### config.mk
export PLATFORM = sky130hd
export DESIGN_NAME = watch_set_ctrl
export DESIGN_NICKNAME = d
export VERILOG_FILES = /design/src/rtl/watch_set_ctrl.sv
export SDC_FILE = /design/constraint.sdc
export NUM_CORES = 1
export LEC_CHECK = 0
export CORE_ASPECT_RATIO = 1.25
export CORE_MARGIN = 1
export CORE_UTILIZATION = 45
export CTS_BUF_LIST = sky130_fd_sc_hd__clkbuf_8
export DETAILED_ROUTE_END_ITERATION = 10
export PLACE_DENSITY = 0.79
export SLEW_MARGIN = 20
export SYNTH_ARGS = -nofsm -noshare
export SYNTH_HDL_FRONTEND = slang
export SYNTH_SLANG_ARGS = --single-unit
export TNS_END_PERCENT = 30
### constraint.sdc
create_clock -name clk_i -period 2.2 [get_ports clk_i]
set_input_delay 0.44 -clock clk_i [delete_from_list [all_inputs] [get_ports clk_i]]
set_output_delay 0.44 -clock clk_i [all_outputs]
set_load 0.1 [all_outputs]
### src/rtl/watch_set_ctrl.sv
// Time-setting sequencer for the HH:MM counter chain: mode button walks digits, inc button edits them.
// Outputs registered, visible one cycle after the button edge; no backpressure, buttons are sampled every cycle.
module watch_set_ctrl #(
  parameter int BLINK_DIV   = 4096,
  parameter int TIMEOUT_CYC = 0
) (
  input  logic       clk_i,
  input  logic       rst_i,
  input  logic       btn_mode_i,
  input  logic       btn_inc_i,
  input  logic [3:0] cur_h10_i,
  input  logic [3:0] cur_h1_i,
  input  logic [3:0] cur_m10_i,
  input  logic [3:0] cur_m1_i,
  output logic [3:0] ival_h10_o,
  output logic [3:0] ival_h1_o,
  output logic [3:0] ival_m10_o,
  output logic [3:0] ival_m1_o,
  output logic       hold_o,
  output logic [3:0] sel_o,
  output logic       blink_o
);

  localparam logic [2:0] RUN     = 3'd0;
  localparam logic [2:0] SET_H10 = 3'd1;
  localparam logic [2:0] SET_H1  = 3'd2;
  localparam logic [2:0] SET_M10 = 3'd3;
  localparam logic [2:0] SET_M1  = 3'd4;

  localparam int BW = (BLINK_DIV > 2) ? $clog2(BLINK_DIV) : 1;
  localparam int TW = (TIMEOUT_CYC > 2) ? $clog2(TIMEOUT_CYC) : 1;
  localparam logic [BW-1:0] BLINK_LAST = BW'(BLINK_DIV - 1);
  localparam logic [TW-1:0] TO_LAST    = TW'((TIMEOUT_CYC > 0) ? TIMEOUT_CYC - 1 : 0);
  localparam bit TO_EN = (TIMEOUT_CYC > 0);

  logic [2:0]    state, state_nxt;
  logic          mode_prev, inc_prev;
  logic          mode_rise, inc_rise_raw, inc_rise, any_rise;
  logic          in_set, timeout;
  logic [3:0]    h10_n, h1_n, m10_n, m1_n;
  logic [3:0]    h1_max;
  logic [3:0]    sel_nxt;
  logic [BW-1:0] blink_cnt;
  logic [TW-1:0] to_cnt;

  always_comb begin
    mode_rise    = btn_mode_i & ~mode_prev;
    inc_rise_raw = btn_inc_i & ~inc_prev;
    // mode takes precedence; a coincident inc edge is dropped
    inc_rise     = inc_rise_raw & ~mode_rise;
    any_rise     = mode_rise | inc_rise_raw;
    in_set       = (state != RUN);
    timeout      = TO_EN && in_set && !any_rise && (to_cnt == TO_LAST);
    h1_max       = (ival_h10_o == 4'd2) ? 4'd3 : 4'd9;

    state_nxt = state;
    h10_n     = ival_h10_o;
    h1_n      = ival_h1_o;
    m10_n     = ival_m10_o;
    m1_n      = ival_m1_o;

    if (mode_rise) begin
      case (state)
        RUN: begin
          state_nxt = SET_H10;
          h10_n     = cur_h10_i;
          h1_n      = cur_h1_i;
          m10_n     = cur_m10_i;
          m1_n      = cur_m1_i;
        end
        SET_H10: state_nxt = SET_H1;
        SET_H1:  state_nxt = SET_M10;
        SET_M10: state_nxt = SET_M1;
        default: state_nxt = RUN;
      endcase
    end else if (timeout) begin
      state_nxt = RUN;
    end else if (inc_rise) begin
      case (state)
        SET_H10: begin
          h10_n = (ival_h10_o >= 4'd2) ? 4'd0 : ival_h10_o + 4'd1;
          // entering the 20s forbids hours-units above 3
          if (h10_n == 4'd2 && ival_h1_o > 4'd3) h1_n = 4'd0;
        end
        SET_H1:  h1_n  = (ival_h1_o >= h1_max) ? 4'd0 : ival_h1_o + 4'd1;
        SET_M10: m10_n = (ival_m10_o >= 4'd5) ? 4'd0 : ival_m10_o + 4'd1;
        SET_M1:  m1_n  = (ival_m1_o >= 4'd9) ? 4'd0 : ival_m1_o + 4'd1;
        default: ;
      endcase
    end

    case (state_nxt)
      SET_H10: sel_nxt = 4'b1000;
      SET_H1:  sel_nxt = 4'b0100;
      SET_M10: sel_nxt = 4'b0010;
      SET_M1:  sel_nxt = 4'b0001;
      default: sel_nxt = 4'b0000;
    endcase
  end

  always_ff @(posedge clk_i) begin
    if (rst_i) begin
      state      <= RUN;
      mode_prev  <= 1'b0;
      inc_prev   <= 1'b0;
      ival_h10_o <= 4'd0;
      ival_h1_o  <= 4'd0;
      ival_m10_o <= 4'd0;
      ival_m1_o  <= 4'd0;
      hold_o     <= 1'b0;
      sel_o      <= 4'b0000;
      blink_o    <= 1'b0;
      blink_cnt  <= '0;
      to_cnt     <= '0;
    end else begin
      state      <= state_nxt;
      mode_prev  <= btn_mode_i;
      inc_prev   <= btn_inc_i;
      ival_h10_o <= h10_n;
      ival_h1_o  <= h1_n;
      ival_m10_o <= m10_n;
      ival_m1_o  <= m1_n;
      hold_o     <= (state_nxt != RUN);
      sel_o      <= sel_nxt;

      // any edit or digit change shows the digit solid and restarts the blink phase
      if (state_nxt == RUN || any_rise) begin
        blink_cnt <= '0;
        blink_o   <= 1'b0;
      end else if (blink_cnt == BLINK_LAST) begin
        blink_cnt <= '0;
        blink_o   <= ~blink_o;
      end else begin
        blink_cnt <= blink_cnt + 1'b1;
      end

      if (!TO_EN || state_nxt == RUN || any_rise || state_nxt != state) begin
        to_cnt <= '0;
      end else if (to_cnt != TO_LAST) begin
        to_cnt <= to_cnt + 1'b1;
      end
    end
  end

endmodule
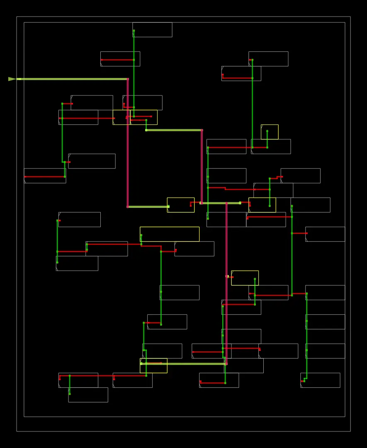
(images/clocks.png)
number of buffers created by CTS: 5
number of sinks handled by clock tree synthesis: 39
registers: 39
clk_skew: 0.00633 ns
clk pwr: 614 uW

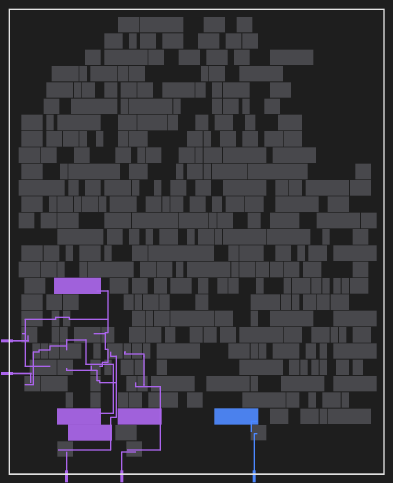
(images/io_fan.png)
(6 px per um)
[blue] hold_o | bits: 1 | direction: output | edge: bottom | end cells: 1 | buffers: 1 | wire: 9.40 um
[purple] ival_m1_o | bits: 4 | direction: output | edge: 2 left, 2 bottom | end cells: 4 | buffers: 4 | wire: 168 um
IO Count: 42
count of input and output buffers: 41

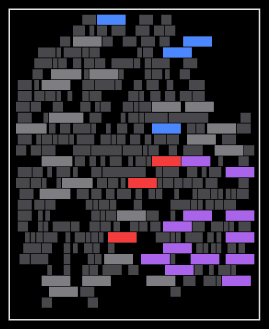
(images/flops_by_reg.png)
(4 px per um) Other sequential cells in the stronger gray, the rest of the logic in the fainter gray.
[red] state | placed flops: 3
[blue] ival_h1_o | placed flops: 4
[purple] blink_cnt | placed flops: 12 | where: lower right

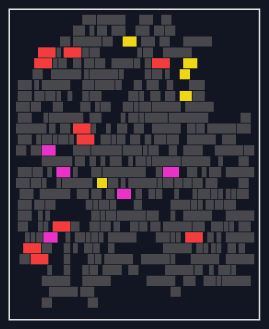
(images/logic_types.png)
(4 px per um)
[yellow] AND-OR and OR-AND gates | cells: 5 | most used: o21a_1
[magenta] multiplexers | cells: 5 | most used: mux2i_1
[red] adder and majority cells | cells: 10 | most used: ha_1
filler-free cell count of the finished design: 353
logic gate fraction of the total cell area: 0.430
most frequent logic cell in the layout: sky130_fd_sc_hd__buf_4

==> results_slide.txt <==
Flow Results at a Glance

Outcome
  – Outcome: finished, final reports clean

Synthesis
  – Distinct cells, synth: 51
  – EDFF count, synth: 0
  – Share of synthesized area occupied by flip-flops and latches: 0.383
  – Share of async-settable or async-resettable flops after synthesis: 0
  – Yosys top cell by instances: sky130_fd_sc_hd__dfxtp_1
  – Synthesized area per cell: 8.60 um2
  – Ys cells: 237
  – Yosys warnings: 0

Timing
  – Final Hold Viols: 0
  – Fin crit share: 0.923
  – Hold Worst Slack: 0.502 ns
  – F_max: 0.493 GHz
  – RSZ-0062 raised after global routing: no
  – Transition at the pin with the smallest max-transition slack: 0.541 ns
  – Slew Limit Fails: 0

Min path
  – Number of cells on the worst hold path: 1
  – Tightest Hold Check Type: flop to flop

Cells and area
  – Flop share of the area: 0.294
  – Filler cell count in the final layout: 402
  – Relative area of non-clock buffer cells in the final design: 0.185
  – Footprint of the multi-input gates: 1160 um2

Route
  – Number of detailed-routing iterations run before antenna repair: 4

Setup path
  – CP Data Arrival Time: approximately 2.3 ns
  – Dominant delay contributor by cell family on the critical path: simple AND/OR/NAND/NOR gates
  – R2R setup slack: 0.22 ns
  – Crit path buf inv count: 2
  – Top fanout value on the critical path: 5
  – Endpoint of the worst register-to-register path: ival_h1_o[2]
  – Kind of start point of the critical path: input port

Power
  – Overall power consumption: between 1.5 and 2 mW

Die
  – Chip Footprint: 4800 um2
  – Area of the placeable core: 4390 um2

Global routing
  – Maximum number of pins on one net before global-route repair: 26
  – GRT overflow: 0
  – Number of antenna violations at the first check in global routing: 0
[where the power goes]
group	switching, mW	total (mW)	leakage (nW)	internal, mW
Clock	0.270	0.614	0.0587	0.344
Combinational	0.321	0.489	0.690	0.168
Sequential	0.0422	0.780	0.320	0.738
Total	0.633	1.88	1.07	1.25
[cells by family after synthesis]
kind of cell    count (synthesis)  share of synthesized area
xor+xnor                       12                     0.0516
mux                             5                     0.0252
compound gates                 54                      0.199
buf+inv                        25                     0.0497
flops                          39                      0.383
simple gates                   92                      0.230
fa+ha+maj                      10                     0.0614
[through the flow]
step                      std cells  instance area [um2]
after floorplan                 237                 2050
after global placement          345                 2570
after detailed placement        345                 2570
after CTS                       353                 2690
after global routing            353                 2690
final                           353                 2690
No activity file was given, so power comes from the tool's default toggle rates.
